### Placed cells, one colour a class, run 1

Scale bar: 20 µm. Fill, decap, tap and diode cells in grey.
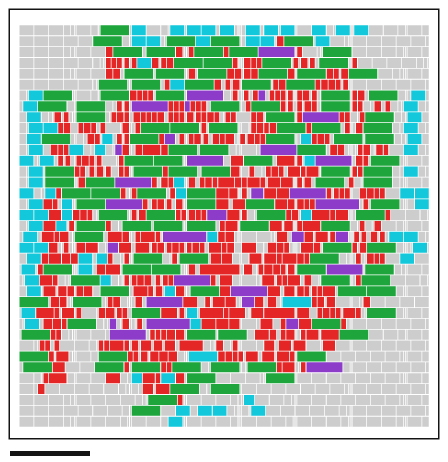
### Wiring by layer, run 1

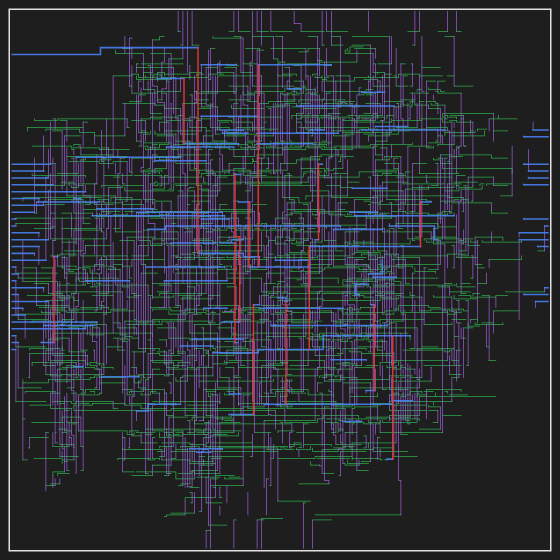
### Cell outlines without signal wires, run 1

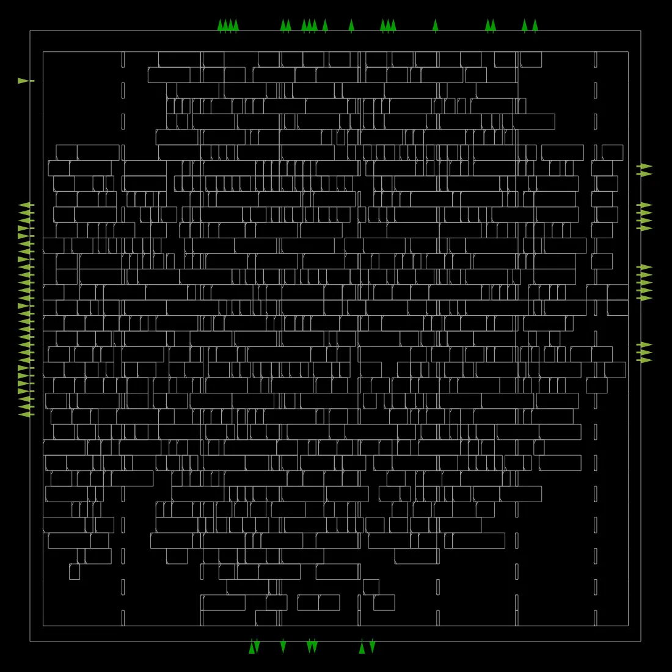
### Signal metal coverage by tile, run 1

21 x 21 tiles, from black (low) to pale yellow (high), scaled to the fullest tile. Values are wire area over tile area, all layers added.
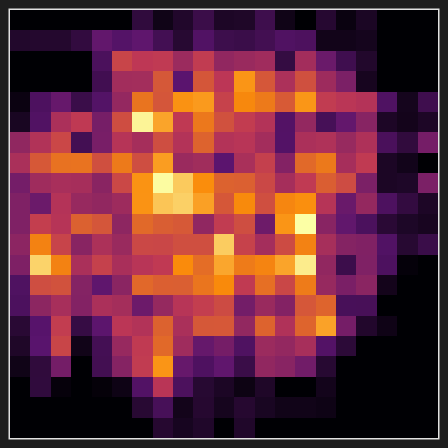
## config.mk

```make
export PLATFORM = sky130hd
export DESIGN_NAME = inst_mem_loader
export DESIGN_NICKNAME = d
export VERILOG_FILES = /design/src/rtl/inst_mem_loader.sv
export SDC_FILE = /design/constraint.sdc
export NUM_CORES = 1
export LEC_CHECK = 0
export CORE_MARGIN = 2
export CORE_UTILIZATION = 50
export DETAILED_ROUTE_END_ITERATION = 10
export PLACE_DENSITY = 0.84
export SLEW_MARGIN = 0
export SYNTH_ARGS = -nofsm -noshare
export SYNTH_HDL_FRONTEND = slang
export SYNTH_SLANG_ARGS = --single-unit
```

## constraint.sdc

```tcl
create_clock -name clk -period 2.97 [get_ports clk]
set_clock_uncertainty 0.2 [all_clocks]
set_input_delay 0.7425 -clock clk [delete_from_list [all_inputs] [get_ports clk]]
set_output_delay 0.7425 -clock clk [all_outputs]
set_load 0.05 [all_outputs]
```

## src/rtl/inst_mem_loader.sv

```systemverilog
// rtl/inst_mem_loader.sv - boot-time byte-stream loader that fills instruction memory and releases the core
// Optional trailing checksum byte: define INST_LOADER_CHECKSUM_EN
module inst_mem_loader #(
    parameter int ADDR_W    = 10,
    parameter int MAX_WORDS = 1024
) (
    input  logic              clk,
    input  logic              rst,
    input  logic              in_valid,
    output logic              in_ready,
    input  logic [7:0]        in_byte,
    output logic              mem_we,
    output logic [ADDR_W-1:0] mem_addr,
    output logic [31:0]       mem_wdata,
    output logic              cpu_rst,
    output logic              done,
    output logic              error,
    output logic [ADDR_W:0]   words_loaded
);
`ifdef INST_LOADER_CHECKSUM_EN
    typedef enum logic [2:0] {LEN_HI, LEN_LO, DATA, CHK, DONE, ERR} state_t;
    localparam state_t FINAL_ST = CHK;
`else
    typedef enum logic [2:0] {LEN_HI, LEN_LO, DATA, DONE, ERR} state_t;
    localparam state_t FINAL_ST = DONE;
`endif

    localparam logic [ADDR_W:0] WL_MAX = (ADDR_W+1)'(MAX_WORDS);
    localparam logic [ADDR_W:0] WL_ONE = {{ADDR_W{1'b0}}, 1'b1};

    state_t      state, next_state;
    logic [7:0]  len_hi;
    logic [15:0] len;
    logic [15:0] len_next;
    logic [15:0] word_idx;
    logic [1:0]  byte_cnt;
    logic [23:0] asm_q;
    logic        accept;
    logic        last_byte;
    logic        last_word;
`ifdef INST_LOADER_CHECKSUM_EN
    logic [7:0]  sum;
`endif

    assign accept    = in_valid && in_ready;
    assign len_next  = {len_hi, in_byte};
    assign last_byte = (byte_cnt == 2'd3);
    assign last_word = ((word_idx + 16'd1) == len);

    always_comb begin
        next_state = state;
        case (state)
            LEN_HI: if (accept) next_state = LEN_LO;
            LEN_LO: begin
                if (accept) begin
                    if (32'(len_next) > MAX_WORDS) next_state = ERR;
                    else if (len_next == 16'd0)    next_state = FINAL_ST;
                    else                           next_state = DATA;
                end
            end
            DATA: if (accept && last_byte && last_word) next_state = FINAL_ST;
`ifdef INST_LOADER_CHECKSUM_EN
            CHK: if (accept) next_state = (in_byte == sum) ? DONE : ERR;
`endif
            default: next_state = state;
        endcase
    end

    // Status flags are registered from the next state so they track the state register exactly.
    always_ff @(posedge clk) begin
        if (rst) begin
            state    <= LEN_HI;
            in_ready <= 1'b1;
            cpu_rst  <= 1'b1;
            done     <= 1'b0;
            error    <= 1'b0;
        end else begin
            state    <= next_state;
            in_ready <= (next_state != DONE) && (next_state != ERR);
            cpu_rst  <= (next_state != DONE);
            done     <= (next_state == DONE);
            error    <= (next_state == ERR);
        end
    end

    // mem_we doubles as the write-pending flag: set on the 4th byte, cleared the next cycle.
    always_ff @(posedge clk) begin
        if (rst) begin
            mem_we       <= 1'b0;
            mem_addr     <= '0;
            mem_wdata    <= '0;
            words_loaded <= '0;
            len_hi       <= '0;
            len          <= '0;
            word_idx     <= '0;
            byte_cnt     <= '0;
            asm_q        <= '0;
`ifdef INST_LOADER_CHECKSUM_EN
            sum          <= '0;
`endif
        end else begin
            mem_we <= 1'b0;
            if (mem_we && (words_loaded != WL_MAX))
                words_loaded <= words_loaded + WL_ONE;
            if (accept) begin
                case (state)
                    LEN_HI: len_hi <= in_byte;
                    LEN_LO: len    <= len_next;
                    DATA: begin
                        byte_cnt <= byte_cnt + 2'd1;
                        asm_q    <= {asm_q[15:0], in_byte};
`ifdef INST_LOADER_CHECKSUM_EN
                        sum      <= sum + in_byte;
`endif
                        if (last_byte) begin
                            mem_we    <= 1'b1;
                            mem_addr  <= word_idx[ADDR_W-1:0];
                            mem_wdata <= {asm_q, in_byte};
                            word_idx  <= word_idx + 16'd1;
                        end
                    end
                    default: ;
                endcase
            end
        end
    end
endmodule

```

==> run summary, run 1 <==
Figures from the implementation reports.

- The worst ir drop on vdd is around 0.00031 V.
- In this run the cell area of the synthesized design comes to approximately 0.0053 mm².
- The total of warnings raised by yosys is 0.
- The top-area cell type share of the netlist area is between 40% and 50%.
- The most frequent standard cell in the layout excluding fill and tap cells is sky130_fd_sc_hd__nand2_1.
- Per Yosys stat, the portion of area used by sequential elements is between 40% and 50%.
- Static timing analysis puts the maximum clock frequency at approximately 0.36 GHz.
- The count of flip-flops with a built-in enable after synthesis reads 0.
- The clock insertion delay at the later pin of the skew report reads between 0.5 and 0.6 ns.
- Looking at the clock tree report, the H-tree level count equals 4.
- Of all nets on the critical path, the largest fanout is 6.
- The initial antenna violation count reads 0.
- The timing report gives the biggest stage delay along the critical path as ~0.85 ns.
- The detail route stage leaves a number of antenna-violating nets equal to 0.
- The kind of cell adding the most delay to the critical path reads buffers and inverters.
- The detailed placer reported the number of placed instances as between 800 and 900.
- Per the synthesis report, the number of distinct cell types is 56.
- The number of gates resized after CTS is 0.
- The arrival time of data at the worst endpoint is listed as approximately 1.8 ns.
- The minimum setup slack after placement reads -0.03458 ns.
- The path class of the tightest hold or removal check is register to register.
- The width of the chip is 107.1 µm.
- The part of the cycle the worst path needs reads between 90 and 100%.
- By instance count, the leading cell after synthesis is sky130_fd_sc_hd__nand2_1.
- For this run, the detailed router reports a per-instance via density of 5.540.
- The most critical hold endpoint after final layout shows a slack of approximately 0.25 ns.
- The number of sinks driven by the clock tree is about 130.
- The worst setup path is launched from a register.
- The number of buffers created by CTS is 17.
- Setup repair after global routing left no endpoint under its margin.
- The final weighted congestion of routability-driven global placement reads about 0.84.
- Ranked by instance count, the synthesized netlist is headed by sky130_fd_sc_hd__nand2_1, sky130_fd_sc_hd__dfxtp_1, sky130_fd_sc_hd__a21oi_1, sky130_fd_sc_hd__nor2_1, sky130_fd_sc_hd__clkbuf_1.
- The run finished with clean final reports.
- The registers reported with the highest flop counts are mem_wdata (32), asm_q (24).
- The slew at the pin closest to its max-slew limit is about 0.54 ns.
- The maximum number of pins on one net before global-route repair reads just under 80.
- The critical path goes through clkdlybuf4s50_1.
- Together, buffers and inverters on the worst path number 1.
- On the reported timing paths, the clock transition at the registers reads roughly 0.060 ns.
- The register name with the most flops is mem_wdata.
- The cell with the largest stage delay on the worst path is sky130_fd_sc_hd__clkdlybuf4s50_1.
- The yosys stat chip area is roughly 0.0053 mm².
- Endpoints failing hold in the final report were tallied at 0.
- The element type at the critical path end reads a primary output.
- The max-slew violation count reads 0.
- The via count of the first global-routing pass was around 4600.
- For this run, the final setup violation count is recorded as 0.
- The share of async-settable or async-resettable flops after synthesis is 0%.
- The flip-flop count of the largest register after layout reads 32.
- The required time of the critical path reads between 2 and 2.5 ns.
- The area occupied by multi-input gates reads between 0.002 and 0.003 mm².
- The clock tree buffer depth reads 2.
- The net count reported at finish reads 732.
- CTS placed an instance of sky130_fd_sc_hd__clkbuf_8 at the clock tree root.
- After detailed routing, the number of remaining DRC violations is 0.
- As logged by OpenROAD, the buffers inserted on ports number just under 70.
- The flip-flop and latch count after synthesis is 127.
- The die height is around 110 µm.
- The max-capacitance violation count reads 0.
- In this run the tightest slew margin relative to its limit is between 60% and 70%.
- Cells with a size suffix above 1 make up under 10% of the layout.
- The time the final worst path needs with I/O delays and setup reads around 2.8 ns.
- The area overhead of the layout relative to synthesis is 26.57%.
- The first-pass iteration count of the detailed router is 4.
- The leakage dissipation is roughly 2.3 nW.
- The first global-routing pass estimated 21620 µm of wire.
- The antenna diode count reads 0.
- The top cell types in the final layout, fill and taps aside, are sky130_fd_sc_hd__nand2_1, sky130_fd_sc_hd__dfxtp_1, sky130_fd_sc_hd__a21oi_1.
- In this run the mean area of a mapped cell was roughly 8.1 µm².
- The filler cells instantiated in the layout total between 700 and 800.
- The initial cell density of the core is between 50% and 60%.
- The start-to-end type of the worst setup path is register to primary output.
- TritonCTS built the clock tree.
- The main area contributors are sky130_fd_sc_hd__dfxtp_1, sky130_fd_sc_hd__nand2_1, sky130_fd_sc_hd__a21oi_1.
- The internal reg-to-reg setup slack reads around 0.25 ns.
- The flow reported a cell area power density of between 600 and 700 mW/mm².
- The quantity of hold-fixing buffers added after cts is 0.
- The number of setup buffers added after CTS is 0.
- The count of boundary I/O pins is between 60 and 70.
- The sum of overflow across all layers after global routing is 0.
- The layout report lists the combined flip-flop and latch area as ~0.0025 mm².
- The post-route worst setup slack is approximately 0.21 ns.
- The count of mapped cells out of synthesis is about 650.
- The number of nets at floorplan reads around 670.
- The first-iteration detailed-routing DRC count is 326.
- The post-DP HPWL is ~8600 µm.
- The count of tool warnings is 27.
- The most common flop cell mapped by yosys is sky130_fd_sc_hd__dfxtp_1.
- The number of cells in the yosys synthesis report reads around 650.
- The largest area contributor in the netlist is sky130_fd_sc_hd__dfxtp_1.
- The area of the die is about 0.011 mm².
Notes on 'Placed cells, one colour a class' above:
Key: green = registers [cells 127]; cyan = remaining buffers and delay cells [cells 88]; purple = clock drivers and dummy loads [cells 31]; red = remaining logic cells [cells 483]
cell area after layout: 0.006724 mm²
number of standard-cell rows in the floorplan: 37
register share of the cell area: 37.81%
Post-Route Utilization: 65.13%

Notes on 'Wiring by layer' above:
Key: green = M1 [wire length 5440 µm]; purple = M2 [wire length 6460 µm]; blue = M3 [wire length 913 µm]; red = M4 [wire length 302 µm]
Routed wire per std cell: 15.16 µm
via count: 4792
total routing usage reported by global routing: 23.79%
Routed Wire Length: 13120 µm

Notes on 'Cell outlines without signal wires' above:
core area: 0.01032 mm²
Non-Filler Instances: 865
seq_cells: 127

Notes on 'Signal metal coverage by tile' above:
The emptiest ninth of the die: lower right. 20% of the tiles are nearly empty. The fullest tile reaches 0.59. 27% of the tiles are over half the peak. The mean over all tiles is 0.19.

-- run 1: where the power goes --
group | total [W] | internal, W | switching [W]
combinational | 0.000308 | 0.000122 | 0.000186
sequential | 0.00179 | 0.00175 | 0.0000372
clock | 0.00205 | 0.00128 | 0.000771
-- run 1: final timing paths --
path | cells after the start | endpoint | from
max | 1 | words_loaded[2] | words_loaded[2]
min reg2reg | 2 | mem_wdata[26] | asm_q[18]
min | 2 | mem_wdata[26] | asm_q[18]
max reg2reg | 7 | cpu_rst | word_idx[1]
-- run 1: routing by layer --
layer	wire [µm]	up-vias	global-route usage [%]
met1	5441	2286	28.90
met2	6462	182	39.20
met3	912	31	6.444
li1	-	2293	-
met5	0	-	0
met4	301	0	10.85
-- run 1: cell type report --
class / count / share of cell area, %
flip-flops and latches: 127 / 37.81
well taps: 136 / 2.531
multi-input cells: 474 / 37.81
clock inverters: 13 / 2.438
repair buffers: 88 / 12.69
clock buffers: 18 / 6.215
inverters: 9 / 0.5024
-- run 1: cell families (layout without fill, tap and decap cells) --
kind of cell / count (synthesis) / after routing / synth area share (%)
XOR/XNOR: 40 / 40 / 6.595
flip-flops: 127 / 127 / 47.86
adder cells (fa/ha/maj): 4 / 4 / 0.9421
multiplexers: 8 / 8 / 1.507
buffers and inverters: 51 / 128 / 4.286
AND-OR/OR-AND: 118 / 118 / 12.91
AND/OR/NAND/NOR: 304 / 304 / 25.91
-- run 1: metrics by stage --
| stage | power [W] | setup TNS [ns] | instance area [µm²] |
|---|---|---|---|
| global placement | 0.002114 | 0 | 6142 |
| floorplan | 0.002029 | 0 | 5313 |
| finish | 0.004141 | 0 | 6724 |
| global route | 0.004266 | 0 | 6724 |
| CTS | 0.004148 | 0 | 6724 |
| detailed placement | 0.002121 | -0.03781 | 6142 |
==> run 2: changes to the inputs <==
Settings changed: CORE_ASPECT_RATIO set to 0.75, DONT_BUFFER_PORTS set to 1, PLACE_DENSITY 0.84 to unset, PLACE_DENSITY_LB_ADDON set to 0.15.
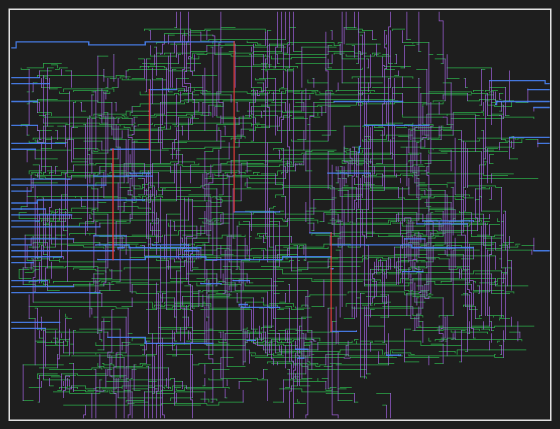
*Wiring by layer, run 2*
Key: purple = M2 [wire length 5410 µm]; red = M4 [wire length 100 µm]; green = M1 [wire length 6050 µm]; blue = M3 [wire length 697 µm]
total routing usage reported by global routing: 22.90%
Routed Wire Length: 12250 µm
via count: 4248
Routed wire per std cell: 15.59 µm

==> run 2 against run 1 <==
Compared with the run above:
- sequential share of layout area rose by 4.5 points
- clock power increased by 11%
- setup slack better by 0.16 ns
- critical path depth rose by 6
- core utilization decreased by 6.9 points
- die area hardly changed
- combinational power is 28% lower
- worst hold slack lost 0.049 ns
- critical path type is now register to register
- first-iteration DRC count shrank 10%
- critical endpoint is now cpu_rst
==> run summary, run 2 <==
Figures from the implementation reports.

- Walking the worst path, the cells encountered are ha_1 > nand3_1 > nor2_1 > o211ai_1 > a2111oi_4 > a41oi_2 > or2_1.
- The number of cells on the worst hold path reads 1.
- The H-tree was split into 4 levels.
- The achievable clock frequency reads 0.3847 GHz.
- The residual antenna-violating net count after detailed routing reads 0.
- The delay of the slowest cell on the worst path is ~0.47 ns.
- The depth of the critical timing path with buffers and inverters included is 7.
- The peak fanout along the critical path reads 7.
- The script parses the final routing iteration and logs DRC violations as 0.
- The initial antenna violation count is 0.
- The endpoint of the worst setup timing path is cpu_rst.
- The most common flop cell mapped by yosys reads sky130_fd_sc_hd__dfxtp_1.
- The critical register-to-register path startpoint is word_idx[0].
- The run reported a max-capacitance violation count of 0.
- Per the CTS log, the root buffer master is sky130_fd_sc_hd__clkbuf_16.
- The number of nets at floorplan is 667.
- The report lists the power per cell area as about 720 mW/mm².
- The area of the core is between 0.01 and 0.015 mm².
- The count of tool warnings is 29.
- Of the synthesized area, sequential elements account for 47.86%.
- Per the GRT congestion report, total overflow comes to 0.
- The clock tree has to reach between 100 and 150 sinks.
- The flip-flop count of the largest register after layout reads 32.
- The number of different library cells in the post-synthesis netlist reads between 50 and 60.
- The area of the die reads 0.01147 mm².
- The most numerous cell in the Yosys netlist is sky130_fd_sc_hd__nand2_1.
- The sequential share of power is between 40% and 50%.
- Buffers placed on the I/O ports in this run total 0.
- The library cells used most frequently in the layout, excluding fill and tap cells, are sky130_fd_sc_hd__nand2_1, sky130_fd_sc_hd__dfxtp_1, sky130_fd_sc_hd__a21oi_1.
- The number of gates resized after CTS is 0.
- Setup repair after global routing left no endpoint under its margin.
- The worst min-delay path startpoint reads rst.
- For reference, the final report shows the max-slew violation count at 0.
- The kind of cell adding the most delay to the critical path is simple AND/OR/NAND/NOR gates.
- The leakage dissipation reads around 2.1 nW.
- The headroom to the max-slew limit is a little over two fifths.
- Yosys reported that registers with async set or reset make up 0%.
- The arrival time of data at the critical path endpoint reads 2.70 ns.
- The die height is 93.27 µm.
- The global-route met2 utilization is approximately a third.
- The synthesized design devotes to its leading area cell type 47.86% of total area.
- TritonCTS created 17 clock buffers.
- The power report attributes to the combinational group a share of just over 5%.
- Counting endpoints that fail hold in the final report gives 0.
- The worst VDD IR drop from the latest analysis is around 0.00042 V.
- The switching power summed over all nets is approximately 0.00095 W.
- For this design, the CTS-stage hold fixing added 0 buffers.
- The maximum number of pins on one net before global-route repair is ~130.
- The registers reported with the highest flop counts are mem_wdata (32), asm_q (24).
- The launch point of the worst path reads word_idx[0].
- According to the timing report, the data required time at the worst endpoint equals 3.07 ns.
- The width of the chip is around 120 µm.
- The clock insertion delay at the later pin of the skew report reads between 0.4 and 0.5 ns.
- Hold analysis lists the worst path endpoint as state[2].
- The flow ran to the end, and the final reports show no timing, DRC or antenna violations.
- The endpoint of the worst register-to-register path reads cpu_rst.
- The cell depth of the worst flop-to-flop path is 7.
- The total setup buffers inserted after CTS reads 0.
- The busiest layer in global routing is met2.
- The cell area after synthesis reads 0.005313 mm².
- The first-iteration detailed-routing DRC count reads just under 300.
- The largest area contributor in the netlist reads sky130_fd_sc_hd__dfxtp_1.
- In the synthesized netlist, the number of instances is roughly 650.
- The area overhead of the layout relative to synthesis is 13.19%.
- The met3 demand-to-capacity share in global routing is 7.866%.
- The initial cell density of the core is about half.
- The internal reg-to-reg setup slack is roughly 0.37 ns.
- The script reports the combined buffer and inverter count of the critical path as 0.
- The setup TNS reads 0 ns.
- The pin closest to its max-slew limit shows a slew of 0.8519 ns.
- The first detailed-routing pass ran for 5 iterations.
- The yosys stat chip area reads around 0.0053 mm².
- The final power report lists total power as approximately 0.0043 W.
- The worst path needs 2.599 ns of the cycle, external delays included.
- The start-to-end type of the worst setup path is register to register.
- Counting flops and latches in the post-synthesis netlist gives approximately 130.
- For reference, the top cells by count after synthesis are sky130_fd_sc_hd__nand2_1, sky130_fd_sc_hd__dfxtp_1, sky130_fd_sc_hd__a21oi_1, sky130_fd_sc_hd__nor2_1, sky130_fd_sc_hd__clkbuf_1.
- The cell with the largest stage delay on the worst path reads sky130_fd_sc_hd__dfxtp_1.
- The most frequent standard cell in the layout excluding fill and tap cells reads sky130_fd_sc_hd__nand2_1.
- The antenna diode count is 0.
- The category of the worst setup path launch point reads a register.
- The first-pass GRT wire length reads 20130 µm.
- The net switching share of the total power reads between 20% and 30%.
- STA classifies the critical path endpoint as a register.
- The net count reported at finish is 654.
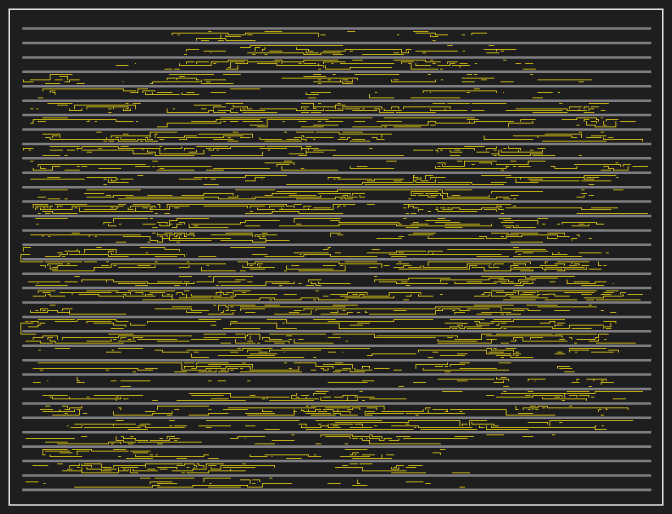
*The metal 1 layer, run 2*
Supply wires on this layer in grey.
The longest straight run is 28.5 µm. 627 nets have wire on it. The layer holds 49% of the routed length.
fraction of met1 tracks used by global routing: 32.17%

==> run 2: metal layers <==
layer	share of wire [%]	vias to the layer above
met5	0	-
met4	0.81	0
met3	5.7	11
met2	44	99
met1	49	1995
li1	-	2143
==> run 2: layout make-up <==
class | instances | area (µm²) | area share [%]
Sequential cell | 127 | 2542 | 42.28
Tap cell | 136 | 170.2 | 2.830
Multi-Input combinational cell | 474 | 2542 | 42.28
Inverter | 9 | 33.78 | 0.5618
Clock inverter | 12 | 210.2 | 3.496
Clock buffer | 18 | 439.2 | 7.303
Timing Repair Buffer | 10 | 75.07 | 1.248
==> run 2: power groups by stage <==
stage	combinational (W)	sequential, W	clock (W)
CTS	0.000223	0.00180	0.00231
global route	0.000244	0.00181	0.00239
floorplan	0.000196	0.00183	0
global placement	0.000218	0.00183	0
finish	0.000221	0.00180	0.00228
detailed placement	0.000222	0.00184	0
==> run 2: logic make-up after synthesis <==
logic type                 count (synthesis)  share of synthesized area [%]
xor gates and xnor gates                  40                          6.595
adders and majority gates                  4                         0.9421
and+or+nand+nor                          304                          25.91
DFF                                      127                          47.86
buffers and inverters                     51                          4.286
AOI/OAI and AO/OA                        118                          12.91
muxes                                      8                          1.507
==> run 2: per-stage QoR <==
| step | cell area, µm² | std cells | setup slack (ns) | hold slack, ns |
|---|---|---|---|---|
| 2_1_floorplan | 5313 | 652 | 0.6433 | 0.2322 |
| 3_3_place_gp | 5364 | 756 | 0.4627 | 0.2404 |
| 3_5_place_dp | 5364 | 756 | 0.3685 | 0.2488 |
| 4_1_cts | 6013 | 786 | 0.3646 | 0.1855 |
| 5_1_grt | 6013 | 786 | 0.1261 | 0.1736 |
| 6_report | 6013 | 786 | 0.3706 | 0.1993 |
==> run 3: changes to the inputs <==
Settings changed: CORE_UTILIZATION 50 to 35.
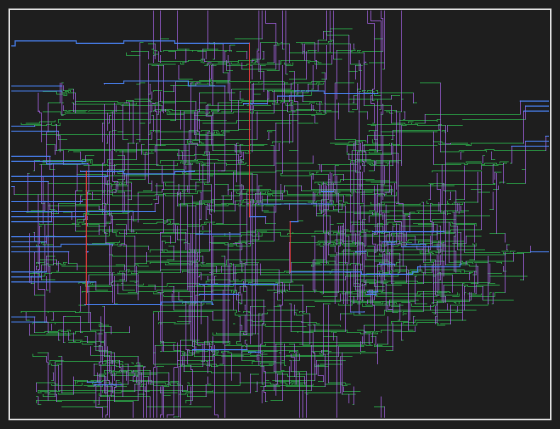
*Wiring by layer, run 3*
Key: red = M4 [wire length 96.6 µm]; blue = M3 [wire length 798 µm]; green = M1 [wire length 6640 µm]; purple = M2 [wire length 5510 µm]
total routing usage reported by global routing: 17.02%
via count: 4217

==> run 3 against run 2 <==
Compared with the run above:
- via count shrank 0.73%
- core utilization shrank 17 points
- worst hold slack lost 0.012 ns
- total power shrank 0.85%
- synthesized cell count is the same
- critical path type unchanged
- highest routed layer unchanged
==> run summary, run 3 <==
Figures from the implementation reports.

- The flow ran to the end, and the final reports show no timing, DRC or antenna violations.
- The via count of the first global-routing pass reads 4103.
- The critical path in this run is classified as register to register.
- The first-pass iteration count of the detailed router reads 4.
- The most common flop cell mapped by yosys reads sky130_fd_sc_hd__dfxtp_1.
- The part of the cycle the worst path needs reads between 90% and 100%.
- The peak fanout along the critical path reads 7.
- The number of cells on the worst hold path is 1.
- The commonest cells after synthesis are sky130_fd_sc_hd__nand2_1, sky130_fd_sc_hd__dfxtp_1, sky130_fd_sc_hd__a21oi_1, sky130_fd_sc_hd__nor2_1, sky130_fd_sc_hd__clkbuf_1.
- Hold is met by 0.1877 ns.
- The post-DP HPWL reads 8610 µm.
- The STA report counts the stages on the worst setup path as 7.
- The share of the core area taken by cells at floorplan is 36.28%.
- The top-area cell type share of the netlist area reads a little under half.
- Measured in cells, the most critical reg-to-reg path has a length of 7.
- The DRC violation total left in the routed layout is recorded as 0.
- OpenSTA, run right after detailed placement, puts the worst setup slack at around 0.31 ns.
- The endpoint of the worst setup timing path reads cpu_rst.
- The final cell utilization of the core reads ~41%.
- The clock transition at the register clock pins on the worst setup and hold paths after CTS is ~0.060 ns.
- The worst ir drop on vdd reads around 0.00033 V.
- The first-iteration detailed-routing DRC count reads around 330.
- The area fraction in compound gates is 12.91%.
- The flip-flop and latch count after synthesis is 127.
- The count of tool warnings reads 29.
- Per the timing report, the most critical flop-to-flop path originates at word_idx[0].
- Per STA, the worst path is made up of ha_1 > nand3_1 > nor2_1 > o211ai_1 > a2111oi_4 > a41oi_2 > or2_1.
- The number of vias per cell after detailed routing reads 4.961.
- In this run, flip-flops and latches consume a little over two fifths of the power.
- The top cell types in the final layout, fill and taps aside, are sky130_fd_sc_hd__nand2_1, sky130_fd_sc_hd__dfxtp_1, sky130_fd_sc_hd__a21oi_1.
- The register area share after synthesis is 47.86%.
- The number of setup buffers added after CTS is 0.
- The kind of cell adding the most delay to the critical path is simple AND/OR/NAND/NOR gates.
- Counting flops with a built-in enable in the synthesized netlist gives 0.
- The maximum number of pins on one net before global-route repair reads 125.
- The cell area after synthesis reads roughly 0.0053 mm².
- STA classifies the critical path endpoint as a register.
- The count of mapped cells out of synthesis reads 652.
- Sorting the synthesis cell report by count puts at the top sky130_fd_sc_hd__nand2_1.
- The power density over cell area is 702.3 mW/mm².
- The number of buffers created by CTS is 17.
- The initial antenna violation count is 0.
- The longest clock path from root to sink contains 2 buffers.
- During I/O placement, the number of pins put on the boundary was 69.
- The required time of the critical path is a little over 3 ns.
- The number of different library cells in the post-synthesis netlist is between 50 and 60.
- The total setup violations reported at the end of the flow reads 0.
- The proportion of layout cells with a drive suffix above 1 reads 8.308%.
- The area fraction in and, or, nand and nor cells after synthesis is about a quarter.
- The wire length per cell after detailed routing reads 15.35 µm.
- In this run, post-CTS hold repair placed 0 buffers.
- The largest area contributor in the netlist reads sky130_fd_sc_hd__dfxtp_1.
- The final antenna diode tally reported by the flow is 0.
- Power comes to approximately 0.0043 W.
- Per STA, the startpoint of the critical path is word_idx[0].
- Leaving out fill and tap cells, the most frequent cell in the layout is sky130_fd_sc_hd__nand2_1.
- Once the clock tree was built, the resizer swapped 0 gates to a different size.
- The max-capacitance violation count is 0.
- The sum of overflow across all layers after global routing is 0.
- The type of the tightest min-delay check reads input port to register.
- The number of nets at floorplan is around 670.
- Counting flops with an async set or reset pin after synthesis yields a share of 0%.
- The buffer cell driving the clock tree root is sky130_fd_sc_hd__clkbuf_16.
- Counting endpoints that fail hold in the final report gives 0.
- The setup TNS reads 0 ns.
- The arrival time of data at the critical path endpoint reads between 2 and 3 ns.
- The depth of the CTS H-tree is 4.
- The number of sinks driven by the clock tree reads 127.
- The post-route worst setup slack is roughly 0.28 ns.
- The mean area per synthesized cell is 8.148 µm².
- The flip-flop count of the largest register after layout reads 32.
- The registers reported with the highest flop counts are mem_wdata (32), asm_q (24).
- The endpoint identified for the worst register-to-register timing path is cpu_rst.
- The number of placed instances, taps included, is between 800 and 900.
- The leakage dissipation is between 2 and 2.5 nW.
- The post-detailed-routing wire length is approximately 13000 µm.
- The headroom to the max-slew limit reads approximately two fifths.
- The category of the worst setup path launch point reads a register.
- More flip-flops sit in one register than any other, and that register is mem_wdata.
- The combinational cell fraction of total power is under 10%.
- The die covers 0.01619 mm².
- The clock insertion delay at the later pin of the skew report reads about 0.42 ns.
- The count of standard-cell rows reads 38.
- The count of buffers added on input and output ports is 0.
- The XOR/XNOR share of the synthesized area is ~6.6%.
- The slew at the pin closest to its max-slew limit is ~0.9 ns.
- The width of the chip is about 150 µm.
- The area taken by flip-flops and latches reads ~0.0025 mm².
- The synthesized netlist devotes less than 1% of its cell area to adder and majority cells.
- Of the total power, the share spent switching nets is between 20% and 30%.
- In the final report, the number of pins over their slew limit comes to 0.
- The synthesis run identifies the leading combinational cell family as simple AND/OR/NAND/NOR gates.
- The main area contributors are sky130_fd_sc_hd__dfxtp_1, sky130_fd_sc_hd__nand2_1, sky130_fd_sc_hd__a21oi_1.
- The mux contribution to synthesized area is 1.507%.
- The total of warnings raised by yosys is 0.
- The vertical die dimension reported for this design is around 110 µm.
- The placed instances occupy a cell area of approximately 0.0054 mm².
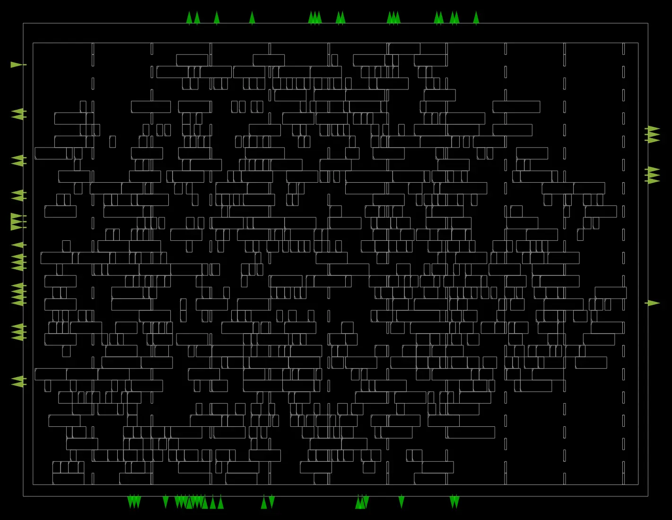
*Cell outlines without signal wires, run 3*
Non-Filler Instances: 850
core area: 0.01464 mm²
total of fill cells in the finished design: 1529

[run 3: cell counts after synthesis]
No cell type changed its count.
[run 3: cells by family (layout without fill, tap and decap cells)]
group                      Yosys count  after routing
buffers and inverters               51             49
muxes                                8              8
DFF                                127            127
and+or+nand+nor                    304            304
adders and majority gates            4              4
AOI/OAI and AO/OA                  118            118
xor gates and xnor gates            40             40
[run 3: power groups by stage]
stage               registers, W  clock network, W  logic, W
detailed placement       0.00184                 0  0.000223
global placement         0.00183                 0  0.000221
global route             0.00181           0.00238  0.000248
finish                   0.00180           0.00224  0.000222
CTS                      0.00180           0.00230  0.000223
floorplan                0.00183                 0  0.000196
[run 3: worst register-to-register path, stage by stage, from the launching register on]
cell	delay [ns]
sky130_fd_sc_hd__dfxtp_1	0.48
sky130_fd_sc_hd__ha_1	0.33
sky130_fd_sc_hd__nand3_1	0.16
sky130_fd_sc_hd__nor2_1	0.37
sky130_fd_sc_hd__o211ai_1	0.22
sky130_fd_sc_hd__a2111oi_4	0.35
sky130_fd_sc_hd__a41oi_2	0.21
sky130_fd_sc_hd__or2_1	0.26
[run 3: layout make-up]
class	instances	area share (%)
inverters	9	0.5561
multi-input cells	474	41.87
clock inverters	8	2.513
clock buffers	24	8.095
flip-flops and latches	127	41.85
well taps	200	4.119
repair buffers	8	0.9887
[run 3: metal layers]
metal / GRT usage (%) / share of wire (%) / up-vias
li1: - / - / 2142
met1: 23.76 / 51 / 1976
met2: 24.15 / 42 / 92
met3: 6.337 / 6.1 / 7
met4: 5.631 / 0.74 / 0
met5: 0 / 0 / -
Power figures rest on the tool's default switching activity, not on a simulated workload.
